Figure 1. Signal metal coverage by tile (run 1).
24 x 24 tiles, from black (low) to pale yellow (high), scaled to the fullest tile. Values are wire area over tile area, all layers added.
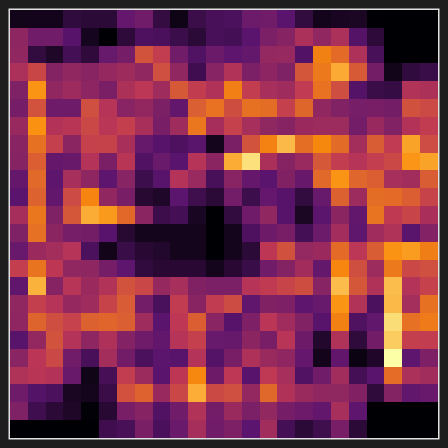
Figure 2. Met1 routing (run 1).
Supply wires on this layer in grey.
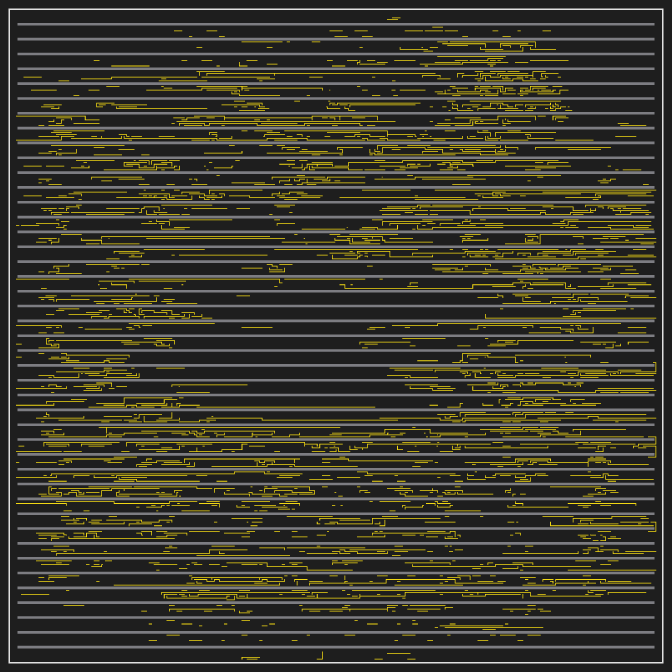
Figure 3. Routed metal, one colour a layer (run 1).
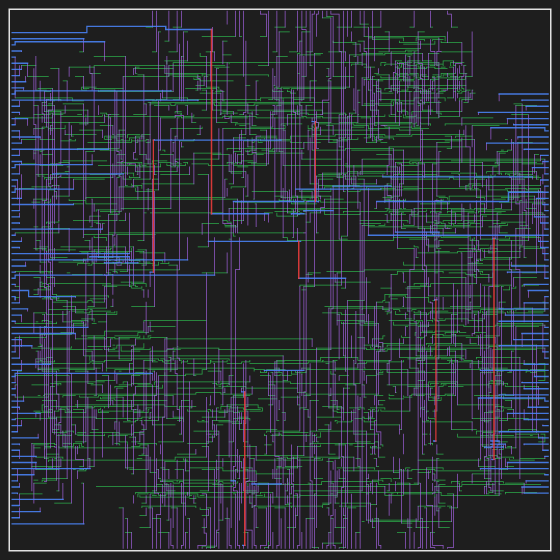
Figure 4. Cell outlines without signal wires (run 1).
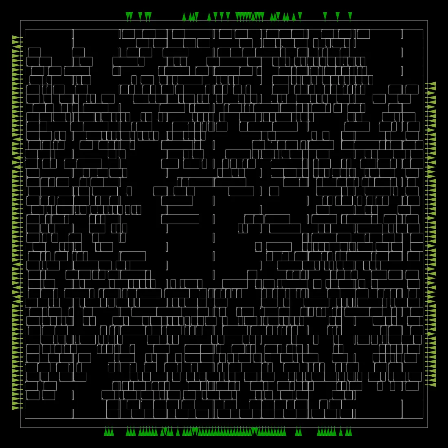
<file path="config.mk">
export PLATFORM = sky130hd
export DESIGN_NAME = alu_adder_arbiter
export DESIGN_NICKNAME = d
export VERILOG_FILES = /design/src/rtl/alu_pkg.sv /design/src/rtl/CLA32.sv /design/src/rtl/rr_arbiter.sv /design/src/rtl/alu_adder_arbiter.sv
export SDC_FILE = /design/constraint.sdc
export NUM_CORES = 1
export LEC_CHECK = 0
export ABC_AREA = 1
export CAP_MARGIN = 20
export CORE_UTILIZATION = 30
export DETAILED_ROUTE_END_ITERATION = 16
export GPL_ROUTABILITY_DRIVEN = 0
export PLACE_DENSITY = 0.66
export SLEW_MARGIN = 20
export SYNTH_ARGS = -nofsm -noshare
export SYNTH_HDL_FRONTEND = slang
export SYNTH_SLANG_ARGS = --single-unit
</file>
<file path="constraint.sdc">
create_clock -name clk -period 7.1 [get_ports clk]
set_input_delay 1.065 -clock clk [delete_from_list [all_inputs] [get_ports clk]]
set_output_delay 1.065 -clock clk [all_outputs]
set_load 0.1 [all_outputs]
</file>
<file path="src/rtl/alu_pkg.sv">
// Shared definitions for the shared-adder arbiter slice.
//   ALU_W        operand width of the shared carry-lookahead adder
//   ALU_NREQ     default number of requesters
//   ALU_IDW_MAX  tag width that covers the largest supported NREQ (8)
//   alu_rsp_t    response bundle {id, sum, cout} held in the output register
//   rr_next()    wrap-around increment used to advance the round-robin pointer
package alu_pkg;

  localparam int ALU_W       = 32;
  localparam int ALU_NREQ    = 3;
  localparam int ALU_IDW_MAX = 3;

  typedef struct packed {
    logic [ALU_IDW_MAX-1:0] id;
    logic [ALU_W-1:0]       sum;
    logic                   cout;
  } alu_rsp_t;

  // Index after 'idx' in a ring of 'nreq' slots.
  function automatic logic [ALU_IDW_MAX-1:0] rr_next(input logic [ALU_IDW_MAX-1:0] idx,
                                                     input int nreq);
    logic [ALU_IDW_MAX-1:0] nxt;
    nxt = (int'(idx) == nreq - 1) ? '0 : idx + 1'b1;
    return nxt;
  endfunction

endpackage

</file>
<file path="src/rtl/CLA32.sv">
// 32-bit carry-lookahead adder used across the core.
// Eight 4-bit lookahead groups; group generate/propagate terms produce the
// group carries, and each group expands its internal carries from its own
// carry-in.
// Ports:
//   a, b   32-bit operands
//   cin    carry-in
//   s      32-bit sum
//   cout   carry-out (bit 32 of a+b+cin)
module CLA32 (
  input  logic [31:0] a,
  input  logic [31:0] b,
  input  logic        cin,
  output logic [31:0] s,
  output logic        cout
);

  logic [31:0] g;
  logic [31:0] p;
  logic [7:0]  gg;
  logic [7:0]  gp;
  logic [32:0] c;

  always_comb begin
    g  = a & b;
    p  = a ^ b;
    gg = '0;
    gp = '0;
    c  = '0;
    c[0] = cin;

    for (int j = 0; j < 8; j++) begin
      gg[j] = g[4*j+3]
            | (p[4*j+3] & g[4*j+2])
            | (p[4*j+3] & p[4*j+2] & g[4*j+1])
            | (p[4*j+3] & p[4*j+2] & p[4*j+1] & g[4*j]);
      gp[j] = &p[4*j +: 4];
    end

    // Group carries ripple through the group-level terms only.
    for (int j = 0; j < 8; j++) begin
      c[4*j+4] = gg[j] | (gp[j] & c[4*j]);
    end

    // In-group carries come straight from the group carry-in.
    for (int j = 0; j < 8; j++) begin
      c[4*j+1] = g[4*j] | (p[4*j] & c[4*j]);
      c[4*j+2] = g[4*j+1]
               | (p[4*j+1] & g[4*j])
               | (p[4*j+1] & p[4*j] & c[4*j]);
      c[4*j+3] = g[4*j+2]
               | (p[4*j+2] & g[4*j+1])
               | (p[4*j+2] & p[4*j+1] & g[4*j])
               | (p[4*j+2] & p[4*j+1] & p[4*j] & c[4*j]);
    end

    s    = p ^ c[31:0];
    cout = c[32];
  end

endmodule

</file>
<file path="src/rtl/rr_arbiter.sv">
// Round-robin arbiter with an internal rotating priority pointer.
// Ports:
//   clk, rst_n  clock, synchronous active-low reset
//   req         per-requester request vector
//   advance     pulse on a completed handshake; moves the pointer past the winner
//   grant       one-hot winner (zero when no request)
//   idx         encoded winner index
//   any         at least one request is present
module rr_arbiter
  import alu_pkg::*;
#(
  parameter  int NREQ = ALU_NREQ,
  localparam int IDW  = $clog2(NREQ)
) (
  input  logic            clk,
  input  logic            rst_n,
  input  logic [NREQ-1:0] req,
  input  logic            advance,
  output logic [NREQ-1:0] grant,
  output logic [IDW-1:0]  idx,
  output logic            any
);

  logic [IDW-1:0] rr_ptr;

  // Scan from rr_ptr upward, wrapping; the first requester found wins.
  always_comb begin
    int cand;
    // NOTE: every output gets a default before the loop; a path that left one
    // unassigned would make synthesis infer a latch.
    grant = '0;
    idx   = '0;
    any   = 1'b0;
    cand  = 0;
    for (int k = 0; k < NREQ; k++) begin
      cand = int'(rr_ptr) + k;
      if (cand >= NREQ) cand = cand - NREQ;
      if (!any && req[cand]) begin
        any         = 1'b1;
        idx         = IDW'(cand);
        grant[cand] = 1'b1;
      end
    end
  end

  // NOTE: clocked state uses non-blocking assignment so every flop samples
  // pre-edge values regardless of statement order.
  always_ff @(posedge clk) begin
    if (!rst_n) begin
      rr_ptr <= '0;
    end else if (advance) begin
      rr_ptr <= IDW'(rr_next(ALU_IDW_MAX'(idx), NREQ));
    end
  end

endmodule

</file>
<file path="src/rtl/alu_adder_arbiter.sv">
// Shares one CLA32 among NREQ requesters (ALU add, branch target, PC+4, ...).
// A round-robin arbiter picks one valid request per cycle; its operands feed
// the adder and the sum is captured in a one-entry valid/ready output register
// tagged with the requester index. A drain and a new grant in the same cycle
// replace the held result back-to-back, giving one result per cycle.
// Ports:
//   clk, rst_n             clock, synchronous active-low reset
//   req_valid / req_ready  per-requester handshake; req_ready is one-hot or zero
//   req_a, req_b           packed operands, requester i at [i*W +: W]
//   req_cin                per-requester carry-in
//   req_sub                per-requester subtract select (ADDER_ARB_SUB_EN only)
//   rsp_valid / rsp_ready  result handshake
//   rsp_id, rsp_sum, rsp_cout  registered result
// Configuration: define ADDER_ARB_SUB_EN to add req_sub; a set bit makes the
// adder compute a + ~b + 1 (cout=1 means no borrow) and ignores req_cin.
module alu_adder_arbiter
  import alu_pkg::*;
#(
  parameter int NREQ = ALU_NREQ,
  parameter int W    = ALU_W,
  parameter int IDW  = $clog2(NREQ)
) (
  input  logic              clk,
  input  logic              rst_n,
  input  logic [NREQ-1:0]   req_valid,
  output logic [NREQ-1:0]   req_ready,
  input  logic [NREQ*W-1:0] req_a,
  input  logic [NREQ*W-1:0] req_b,
  input  logic [NREQ-1:0]   req_cin,
`ifdef ADDER_ARB_SUB_EN
  input  logic [NREQ-1:0]   req_sub,
`endif
  output logic              rsp_valid,
  input  logic              rsp_ready,
  output logic [IDW-1:0]    rsp_id,
  output logic [W-1:0]      rsp_sum,
  output logic              rsp_cout
);

  logic [NREQ-1:0] grant;
  logic [IDW-1:0]  idx;
  logic            any;
  logic            can_accept;
  logic            hs;
  logic [W-1:0]    add_a;
  logic [W-1:0]    add_b;
  logic            add_cin;
  logic [W-1:0]    add_s;
  logic            add_cout;
  alu_rsp_t        rsp_q;

  // The output slot is free if empty or being drained this cycle; no grant is
  // issued while reset is asserted.
  assign can_accept = !rsp_valid || rsp_ready;
  assign req_ready  = (rst_n && can_accept) ? grant : '0;
  assign hs         = |(req_valid & req_ready);

  rr_arbiter #(
    .NREQ (NREQ)
  ) u_arb (
    .clk     (clk),
    .rst_n   (rst_n),
    .req     (req_valid),
    .advance (hs),
    .grant   (grant),
    .idx     (idx),
    .any     (any)
  );

  // Operand mux driven by the arbiter winner.
  always_comb begin
    add_a   = req_a[int'(idx)*W +: W];
    add_b   = req_b[int'(idx)*W +: W];
    add_cin = req_cin[idx];
`ifdef ADDER_ARB_SUB_EN
    if (req_sub[idx]) begin
      add_b   = ~add_b;
      add_cin = 1'b1;
    end
`endif
  end

  CLA32 u_cla (
    .a    (add_a),
    .b    (add_b),
    .cin  (add_cin),
    .s    (add_s),
    .cout (add_cout)
  );

  // Payload only loads on a handshake, so it holds across idle cycles even
  // after rsp_valid drops.
  always_ff @(posedge clk) begin
    if (!rst_n) begin
      rsp_valid <= 1'b0;
      rsp_q     <= '0;
    end else if (hs) begin
      rsp_valid  <= 1'b1;
      rsp_q.id   <= ALU_IDW_MAX'(idx);
      rsp_q.sum  <= add_s;
      rsp_q.cout <= add_cout;
    end else if (rsp_ready) begin
      rsp_valid <= 1'b0;
    end
  end

  assign rsp_id   = rsp_q.id[IDW-1:0];
  assign rsp_sum  = rsp_q.sum;
  assign rsp_cout = rsp_q.cout;

  // Tag bits above IDW are always zero for this NREQ and are dropped on purpose.
  if (IDW < ALU_IDW_MAX) begin : g_id_pad
    logic [ALU_IDW_MAX-IDW-1:0] id_pad_unused;
    assign id_pad_unused = rsp_q.id[ALU_IDW_MAX-1:IDW];
  end

endmodule

</file>
==> impl_metrics.tcl, run 1 <==
# collected from the flow reports
set metrics [dict create \
    cts_buffer_depth 2 \
    end_kind "flip-flop" \
    syn_area_per_cell_sq_um 6.109 \
    final_cell_area_sq_mm 0.006862 \
    async_reset_ff_share_pct 0 \
    cap_viol_max_count 0 \
    synth_nets 924 \
    synth_cell_type_count 34 \
    path_buffers 5 \
    cts_made_buffers 5 \
    hold_end "rsp_sum[0]$_SDFFE_PN0P_" \
    clock_buffers 6 \
    layout_top_cell "clkdlybuf4s50_1" \
    cpMostUsedCell "nand2_1" \
    hold_depth 2 \
    combGateArea_sq_mm 0.002965 \
    post_cts_resized 0 \
    io_buffers 239 \
    wl_met2_mm 7.851 \
    fin_crit_ps 5617 \
    fin_crit_sh_pct 79.12 \
    numSynthFlops 38 \
    path_class "in -> reg" \
    drive_gt1_share_pct 4.232 \
    r2r-start "u_arb.rr_ptr[0]$_SDFFE_PN0P_" \
    yosys_warnings 0 \
    crit_family "simple AND/OR/NAND/NOR gates" \
    syn2layout_area_growth_pct 65.43 \
    cts_hold_buffers 0 \
    die_x_um 119.6 \
    critical_path_depth 34 \
    antenna_found_initial 0 \
    hold_ws_ps 470.0 \
    setup_tns_ps 0 \
    post_cts_buffers 0 \
    critPathRequiredTime_ps 7240 \
    mostFrequentLayoutCells "239 x clkdlybuf4s50_1, 142 x nand2_1, 82 x o21ai_0" \
    layout_setup_ws_ps 1483 \
    syn_inst 679 \
    first_pass_iters 4 \
    use_met3_pct 5.989 \
    logic_family "AND-OR/OR-AND gates" \
    path_max_fanout 34 \
    maxSlewHeadroom_pct 31.30 \
    critPathSlowestCell "clkdlybuf4s50_1" \
    max_stage_delay_ps 550 \
    largest_register_ffs 32 \
    edf_count 0 \
    cp-endpoint "rsp_sum[29]$_SDFFE_PN0P_" \
    die-area_sq_mm 0.01430 \
    io_pins 240 \
    ys_cells 679 \
    first_global_vias 5152 \
    dp_hpwl_mm 12.58 \
    dr.max_layer_used "met4" \
    rsz0062_at_grt "no" \
    mux_share_pct 0 \
    clkSlewWorstSetupHoldPaths_ps 60 \
    drcViolationCount 0 \
    largest_class "combinational gates" \
    route.met3.wl_mm 1.279 \
    placed_cell_area_sq_mm 0.006693 \
    hold_violations 0 \
    synth_top_cell_by_count "nand2_1" \
    cp-start-kind "input pin" \
    cts_root_buf "clkbuf_16" \
    grt_pass1_wl_mm 25.42 \
    hp-start "rsp_sum[0]$_SDFFE_PN0P_" \
    tool_warnings 29 \
    adder_share_pct 14.72 \
    inverters_excl_clock 77 \
    ys_chip_area_sq_mm 0.004148 \
    fin_skew_ps 5.983 \
    status "complete, no violations" \
    yosys-top-cells-count "142 x nand2_1, 82 x o21ai_0, 77 x nor2_1" \
    use_met2_pct 41.11 \
    synth_top_area_share_pct 18.34 \
    syn_area_sq_mm 0.004148 \
    place_ws_ps 1181 \
    tritoncts "done" \
    drt_iter0_markers 304 \
    flop_cell "dfxtp_1" \
    grt_start_max_net_pins 67 \
    fp_util_pct 31.07 \
    setup_violations 0 \
    logic_gate_count 529 \
    busiest_layer "met2" \
    critPathArrivalTime_ps 5750 \
    r2r_cells 34 \
    startpoint "req_valid[2]" \
    xor_share_pct 2.534 \
    tightestPinTransition_ps 1027 \
    regArea_sq_um 760.7 \
    compound_area_share_pct 28.66 \
    layout.nonclk_buf_share_pct 35.74 \
    ys_sh_simple_pct 25.46 \
    final-clk-cell-share_pct 2.462 \
    rows 42 \
    sh_comb_area_pct 43.22 \
    antenna_cells 0 \
    clock_latency_ps 280 \
    yosys.area.top_type "dfxtp_1" \
    clock-sinks 38 \
    rrSetupSlack_ps 1900 \
    nets 1143 \
    grt_remaining_overflow 0 \
    drt-met1-wl_mm 6.970 \
    signal_buffers 247 \
    n_tap_cell 176 \
    fillCellCount 1383 \
    core_area_sq_mm 0.01335 \
    slew_violations 0 \
    h-tree-depth 2 \
    ant_nets 0 \
    dp.cells 1067 \
    yosys-top-cells-area "dfxtp_1 18%, nand2_1 13%, ha_1 11%, o21ai_0 9.9%, a21oi_1 9.0%" \
    synth_seq_share_pct 18.34 \
    r2r_end "rsp_sum[29]$_SDFFE_PN0P_" \
    hold_class "reg -> reg" \
]
## Picture notes: Figure 1
fullest tile: 0.50
mean over tiles: 0.18
densest ninth of the die: middle right
emptiest ninth of the die: centre
nearly empty tiles: 4.9%
tiles over half the peak: 25%

## Picture notes: Figure 2
nets with wire on the layer: 992
wire length on this layer: 6970 um
share of all routed wire: 43%
final WL: 16.31 mm
met1 usage: 26.26%
total number of vias: 5307

## Picture notes: Figure 3
legend:
  blue:
    layer: M3
    wire_length: 1280 um
  red:
    layer: M4
    wire_length: 210 um
  purple:
    layer: M2
    wire_length: 7850 um
  green:
    layer: M1
    wire_length: 6970 um
Total Routing Usage GR: 22.50%
detailed-route wire length per cell: 15.19 um

## Picture notes: Figure 4
flop count: 38
sequential share of cell area: 11.09%
non-filler cells, final: 1074
final core occ: 51.41%

Figure 5. Cells coloured by class (run 1).
Bar = 20 um. Fill, decap, tap and diode cells in grey.
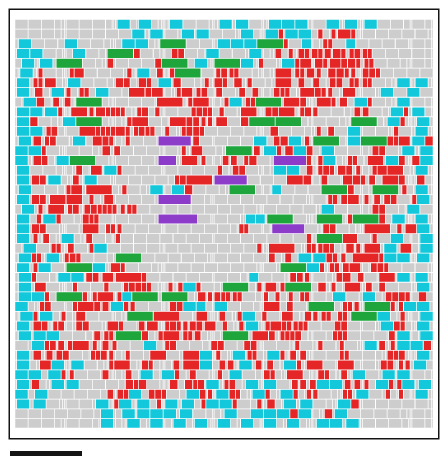

==> run 1 -> run 2 <==
--- a/config.mk
+++ b/config.mk
@@ -10,7 +10,7 @@
 export CORE_UTILIZATION = 30
 export DETAILED_ROUTE_END_ITERATION = 16
 export GPL_ROUTABILITY_DRIVEN = 0
-export PLACE_DENSITY = 0.66
+export PLACE_DENSITY = 0.68
 export SLEW_MARGIN = 20
 export SYNTH_ARGS = -nofsm -noshare
 export SYNTH_HDL_FRONTEND = slang
==> constraint.sdc (replaced) <==
create_clock -name clk -period 4.5 [get_ports clk]
set_input_delay 0.675 -clock clk [delete_from_list [all_inputs] [get_ports clk]]
set_output_delay 0.675 -clock clk [all_outputs]
set_load 0.1 [all_outputs]
Figure 6. Cells coloured by class (run 2).
Bar = 20 um. Fill, decap, tap and diode cells in grey.
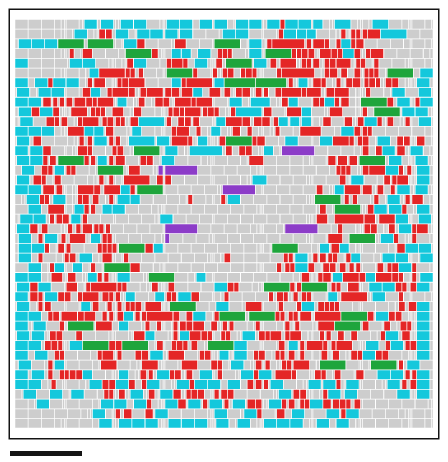
legend:
  green:
    class: registers
    cells: 38
    share_of_their_area: 11%
  purple:
    class: clock drivers and dummy loads
    cells: 7
    share_of_their_area: 1.8%
  cyan:
    class: remaining buffers and delay cells
    cells: 301
    share_of_their_area: 41%
  red:
    class: remaining logic cells
    cells: 606
    share_of_their_area: 47%
Site Rows: 42
core box area: 0.01335 sq mm
sequential share of cell area: 10.33%

==> impl_metrics.tcl, run 2 <==
# collected from the flow reports
set metrics [dict create \
    status "complete, no violations" \
    r2r_end "rsp_sum[28]$_SDFFE_PN0P_" \
    fin_crit_ps 4218 \
    logic_gate_count 529 \
    antenna_found_initial 0 \
    cts_made_buffers 5 \
    syn_inst 679 \
    ant_nets 0 \
    hold_violations 0 \
    slew_violations 0 \
    post_cts_buffers 1 \
    synth_cell_type_count 34 \
    grt_start_max_net_pins 67 \
    die-area_sq_mm 0.01430 \
    final-clk-cell-share_pct 1.784 \
    compound_area_share_pct 28.66 \
    hold_class "reg -> reg" \
    drive_gt1_share_pct 12.29 \
    post_cts_resized 5 \
    syn2layout_area_growth_pct 79.25 \
    inverters_excl_clock 77 \
    route.met3.wl_mm 1.319 \
    critPathRequiredTime_ps 4710 \
    syn_area_per_cell_sq_um 6.109 \
    placed_cell_area_sq_mm 0.007098 \
    cp-endpoint "rsp_sum[28]$_SDFFE_PN0P_" \
    drt_iter0_markers 308 \
    grt_pass1_wl_mm 26.29 \
    yosys-top-cells-area "dfxtp_1 18%, nand2_1 13%, ha_1 11%, o21ai_0 9.9%, a21oi_1 9.0%" \
    h-tree-depth 2 \
    sh_comb_area_pct 41.45 \
    critPathArrivalTime_ps 4430 \
    num_vias 5569 \
    synth_top_area_share_pct 18.34 \
    drt-total-wl_mm 17.18 \
    place_ws_ps -362.0 \
    dp_hpwl_mm 13.28 \
    ys_sh_simple_pct 25.46 \
    largest_class "combinational gates" \
    hp-start "rsp_sum[0]$_SDFFE_PN0P_" \
    signal_buffers 301 \
    wire_per_inst_um 15.23 \
    ys_chip_area_sq_mm 0.004148 \
    clock_latency_ps 280 \
    fin_crit_sh_pct 93.73 \
    syn_area_sq_mm 0.004148 \
    combGateArea_sq_mm 0.003082 \
    r2r_cells 34 \
    final_cell_area_sq_mm 0.007435 \
    mostFrequentLayoutCells "233 x clkdlybuf4s50_1, 138 x nand2_1, 81 x o21ai_0" \
    numSynthFlops 38 \
    largest_register_ffs 32 \
    crit_family "simple AND/OR/NAND/NOR gates" \
    rrSetupSlack_ps 280 \
    setup_violations 0 \
    use_met2_pct 41.94 \
    yosys-top-cells-count "142 x nand2_1, 82 x o21ai_0, 77 x nor2_1" \
    startpoint "u_arb.rr_ptr[0]$_SDFFE_PN0P_" \
    flop_cell "dfxtp_1" \
    use_met3_pct 4.990 \
    clkSlewWorstSetupHoldPaths_ps 60 \
    tool_warnings 29 \
    ys_cells 679 \
    wl_met2_mm 8.261 \
    io_pins 240 \
    cap_viol_max_count 0 \
    io_buffers 239 \
    hold_end "rsp_sum[0]$_SDFFE_PN0P_" \
    synth_seq_share_pct 18.34 \
    setup_tns_ps 0 \
    path_max_fanout 7 \
    synth_nets 924 \
    n_tap_cell 176 \
    max_stage_delay_ps 430 \
    xor_share_pct 2.534 \
    maxSlewHeadroom_pct 30.66 \
    dr.max_layer_used "met4" \
    first_pass_iters 5 \
    hold_depth 2 \
]
Figure 7. Cell outlines without signal wires (run 2).
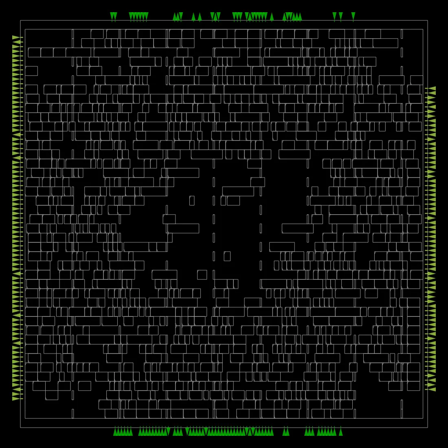
Fillers: 1318
non-filler cells, final: 1128

